Figure 1. Sequential cells grouped by signal name.
The bar under the picture is 20 um long.
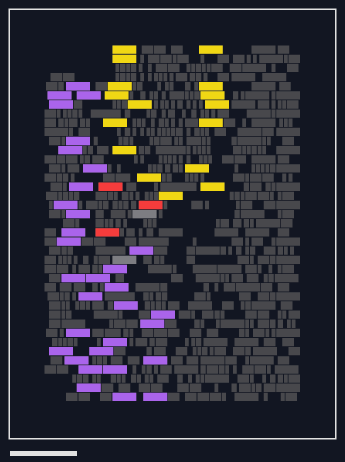
Figure 2. I/O nets highlighted.
The bar under the picture is 20 um long.
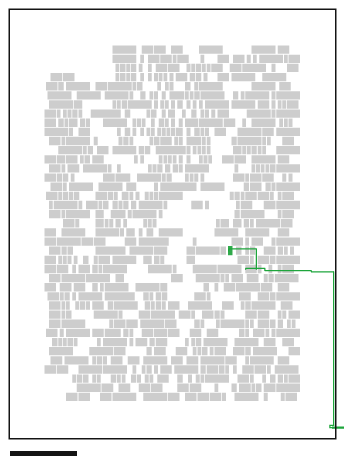
Figure 3. Wiring by layer.
Two of the layers only.
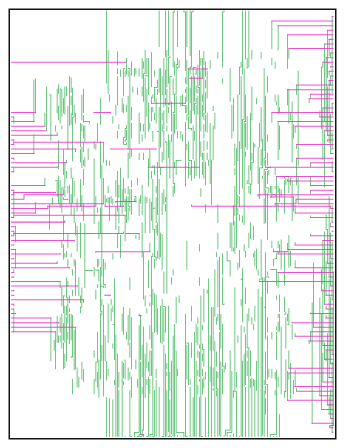
Figure 4. Routing congestion map.
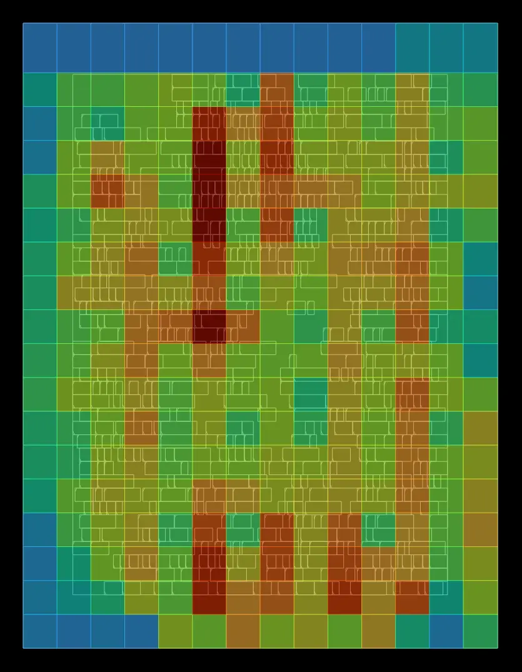
[config.mk]
export PLATFORM = sky130hd
export DESIGN_NAME = exc_sequencer
export DESIGN_NICKNAME = d
export VERILOG_FILES = /design/src/rtl/cp0_pkg.sv /design/src/rtl/exc_sequencer.sv
export SDC_FILE = /design/constraint.sdc
export NUM_CORES = 1
export LEC_CHECK = 0
export ABC_AREA = 1
export CAP_MARGIN = 20
export CORE_ASPECT_RATIO = 1.4
export CORE_MARGIN = 10
export CORE_UTILIZATION = 35
export CTS_CLUSTER_DIAMETER = 200
export DETAILED_ROUTE_END_ITERATION = 8
export GPL_ROUTABILITY_DRIVEN = 0
export HOLD_SLACK_MARGIN = 0.06
export PLACE_DENSITY_LB_ADDON = 0.25
export SYNTH_ARGS = -nofsm -noshare
export SYNTH_HDL_FRONTEND = slang
export SYNTH_SLANG_ARGS = --single-unit
[constraint.sdc]
create_clock -name clk -period 2.2 [get_ports clk]
set_clock_uncertainty 0.2 [all_clocks]
set_input_delay 0.22 -clock clk [delete_from_list [all_inputs] [get_ports clk]]
set_output_delay 0.22 -clock clk [all_outputs]
set_load 0.05 [all_outputs]
[src/rtl/cp0_pkg.sv]
// Shared CP0-side definitions: sequencer state encoding, handler address,
// exception codes and CP0 register indices.
package cp0_pkg;

  typedef enum logic [1:0] {
    RUN      = 2'd0,
    FLUSH    = 2'd1,
    REDIRECT = 2'd2
  } seq_state_t;

  localparam logic [31:0] HANDLER_PC_DEF = 32'h0000_4180;

  localparam logic [4:0] EXC_INT  = 5'd0;
  localparam logic [4:0] EXC_ADEL = 5'd4;
  localparam logic [4:0] EXC_ADES = 5'd5;
  localparam logic [4:0] EXC_RI   = 5'd10;
  localparam logic [4:0] EXC_OV   = 5'd12;

  localparam logic [4:0] CP0_SR    = 5'd12;
  localparam logic [4:0] CP0_CAUSE = 5'd13;
  localparam logic [4:0] CP0_EPC   = 5'd14;
  localparam logic [4:0] CP0_PRID  = 5'd15;

endpackage

[src/rtl/exc_sequencer.sv]
// Exception/interrupt entry and ERET return sequencer at the M-stage / CP0 boundary.
// Flushes the pipe for FLUSH_CYCLES, then pulses a single PC redirect.
module exc_sequencer
  import cp0_pkg::*;
#(
  parameter logic [31:0] HANDLER_PC   = HANDLER_PC_DEF,
  parameter int          FLUSH_CYCLES = 2,
  parameter int          CNT_W        = 16
) (
  input  logic             clk,
  input  logic             rst,
  input  logic             m_valid,
  input  logic [31:0]      m_pc,
  input  logic             m_bd,
  input  logic [4:0]       m_exc_code,
  input  logic             m_eret,
  input  logic [31:0]      e_pc,
  input  logic             e_bd,
  input  logic [5:0]       dev_int,
  input  logic             cp0_req,
  input  logic [31:0]      cp0_epc,
  output logic [4:0]       cp0_exc_code,
  output logic [31:0]      cp0_pc,
  output logic             cp0_bd,
  output logic [5:0]       cp0_hwint,
  output logic             cp0_exl_clr,
  output logic             flush,
  output logic             redirect_valid,
  output logic [31:0]      redirect_pc,
  output logic             busy,
  output logic [CNT_W-1:0] entry_count
);

  localparam logic [2:0] CNT_LOAD = 3'(FLUSH_CYCLES - 1);
  localparam seq_state_t ST_AFTER_TRIGGER = (FLUSH_CYCLES == 1) ? REDIRECT : FLUSH;

  seq_state_t       r_state;
  logic [2:0]       r_cnt;
  logic [31:0]      r_target;
  logic [CNT_W-1:0] r_entry_count;

  logic       w_run;
  logic       w_eret_go;
  logic [2:0] w_cnt_dec;

  assign w_run     = (r_state == RUN);
  assign w_eret_go = w_run & m_valid & m_eret & ~cp0_req;
  assign w_cnt_dec = r_cnt - 3'd1;

  always_ff @(posedge clk) begin
    if (rst) begin
      r_state       <= RUN;
      r_cnt         <= '0;
      r_target      <= '0;
      r_entry_count <= '0;
    end else begin
      case (r_state)
        RUN: begin
          // Req has priority over ERET; CP0 has already committed the entry.
          if (cp0_req) begin
            r_target <= HANDLER_PC;
            r_cnt    <= CNT_LOAD;
            r_state  <= ST_AFTER_TRIGGER;
            if (r_entry_count != '1) r_entry_count <= r_entry_count + CNT_W'(1);
          end else if (m_valid && m_eret) begin
            r_target <= cp0_epc;
            r_cnt    <= CNT_LOAD;
            r_state  <= ST_AFTER_TRIGGER;
          end
        end
        FLUSH: begin
          r_cnt <= w_cnt_dec;
          if (w_cnt_dec == 3'd0) r_state <= REDIRECT;
        end
        REDIRECT: r_state <= RUN;
        default:  r_state <= RUN;
      endcase
    end
  end

  // CP0 sees live M/E-stage data only in RUN so nothing re-triggers mid-sequence.
  always_comb begin
    cp0_exc_code = '0;
    cp0_pc       = '0;
    cp0_bd       = 1'b0;
    cp0_hwint    = '0;
    cp0_exl_clr  = 1'b0;
    if (w_run) begin
      cp0_exc_code = m_valid ? m_exc_code : 5'd0;
      cp0_pc       = m_valid ? m_pc : e_pc;
      cp0_bd       = m_valid ? m_bd : e_bd;
      cp0_hwint    = dev_int;
      cp0_exl_clr  = w_eret_go;
    end
  end

  assign flush          = ~w_run | cp0_req | (m_valid & m_eret);
  assign busy           = ~w_run;
  assign redirect_valid = (r_state == REDIRECT);
  assign redirect_pc    = r_target;
  assign entry_count    = r_entry_count;

endmodule

==> flow_summary.toml <==
# synthesis and place-and-route metrics
[outcome]
outcome = "finished, final reports clean"

[place]
place_hpwl_um = 10800
post-place-ws_ns = -0.00449

[setup_path]
setup.worst_path.end_class = "output port"
crit_slowest_cell = "sky130_fd_sc_hd__clkdlybuf4s50_1"
cp.arrival_ns = 1.66
critical_path.cell_chain = "clkdlybuf4s50_1 -> inv_1 -> buf_4 -> nand2_1 -> a21oi_1 -> buf_12"
critical_path_class = "in -> out"
timing.critical_path.max_delay_family = "buffers and inverters"

[sta]
whs_ns = 0.264
post-route-period-util_pct = 94.7
setup_violations = 0
post-route-worst-setup-slack_ns = 0.118

[logic_synthesis]
synth.distinct_cells = 26
yosys_warnings = 0
ys_cells = 463
synth_nets = 580

[pwr]
share_comb_of_total_power_pct = 48.1
p_sw_share_pct = 36.4
peakVddDrop_v = 0.000565

[clocking]
post_cts_resize_count = 0
clk_latency_ns = 0.29
cts_tree = "built"
post_cts.repair.setup_buffers = 0
clock_sink_count = 53

[floorplanning]
core_util_floorplan_pct = 35.6

[finish]
area_delta_synth_final_pct = 100
design.final.nets = 787
final_layout_size_suffix_gt1_share_pct = 12.5

[global_routing]
antenna_violations_before_repair = 0

[run]
tool_warnings = 27
About Figure 1:
color	name in the netlist	placed flops
red	r_cnt	3
purple	redirect_pc	32
yellow	entry_count	16
not colored	2
sequential share of cell area: 18.4%
Reg area: 1060 um^2

About Figure 2:
color	port	bits	direction	end cells	buffers	wire
green	e_bd	1	input	1	1	91.1 um
num ports: 210
quantity of I/O buffers inserted on ports: 209

About Figure 3:
color	layer	wire length
magenta	metal 3	1,280 um
green	metal 2	6,350 um
Routed WL: 12,800 um
Vias: 3,705
average wire per standard cell: 16.6 um

About Figure 4:
GR Util All Layers: 20.1%
peak-usage layer in the global routing report: met2
Layout Utilization: 71.3%
met1 Track Usage GR: 21.9%

## registers in the layout (all words and copies together), names as in the netlist
register,count
redirect_pc,32
entry_count,16
r_state,2
r_cnt,3
## cell type report
cell class                 count  area, um^2  area share, %
timing repair buffer         224        2720           47.1
multi-input combinational    356        1580           27.3
inverter                      30         115           1.99
clock inverter                 2        37.5          0.650
tap                          102         128           2.21
clock buffer                   6         139           2.40
sequential                    53        1060           18.4
## worst min-delay path, cell delays in order, from the launching register on
cell and delay, ns:
sky130_fd_sc_hd__dfxtp_1 0.31, sky130_fd_sc_hd__nand2_1 0.06, sky130_fd_sc_hd__a21oi_1 0.05
## kinds of logic (layout without fill, tap and decap cells)
logic type | Yosys count | count (layout) | synth area share [%]
AND/OR/NAND/NOR | 267 | 267 | 38.3
AND-OR/OR-AND | 85 | 85 | 14.8
buffers and inverters | 54 | 262 | 8.59
flip-flops | 53 | 53 | 36.8
adder cells (fa/ha/maj) | 3 | 3 | 1.30
XOR/XNOR | 1 | 1 | 0.304
## layer usage
layer | GRT usage [%] | vias to the layer above | routed length (um)
li1 | - | 1867 | -
met1 | 21.9 | 1662 | 5030
met2 | 35.6 | 168 | 6350
met3 | 7.93 | 8 | 1280
met4 | 4.61 | 0 | 140
met5 | 0 | - | 0
## path summary, 6_finish.rpt
check	from	end	slack, ns	depth (start not counted)
worst min register to register	redirect_pc[15]	redirect_pc[15]	0.26	2
worst max register to register	entry_count[0]	entry_count[13]	0.40	6
worst max-delay path	m_valid	cp0_pc[28]	0.12	6
worst min-delay path	redirect_pc[15]	redirect_pc[15]	0.26	2
## synthesized netlist by cell type (all sizes together)
master	n	area (um^2)
nand4	3	25.0
ha	3	37.5
clkbuf	11	41.3
inv	29	111
nand3	16	85.1
xor2	1	8.76
buf	13	91.3
nor3	2	10.0
nor2	67	309
nand2	179	674
dfxtp	53	1060
a21oi	79	395
o21ai	6	30.0
clkinv	1	3.75
## power by group through the flow
stage	Combinational [mW]	Clock [mW]	Sequential (mW)
floorplan	0.773	0	1.14
global placement	1.78	0	1.05
detailed placement	1.80	0	1.05
CTS	1.80	0.924	1.03
global route	1.87	0.958	1.03
finish	1.79	0.904	1.03
## stage by stage
step	util, %	cells	cell area [um^2]
floorplan	-	463	2880
global placement	68.9	762	5580
detailed placement	68.9	762	5580
CTS	71.1	770	5760
global route	71.3	773	5780
finish	71.3	773	5780
No activity file was given, so power comes from the tool's default toggle rates.
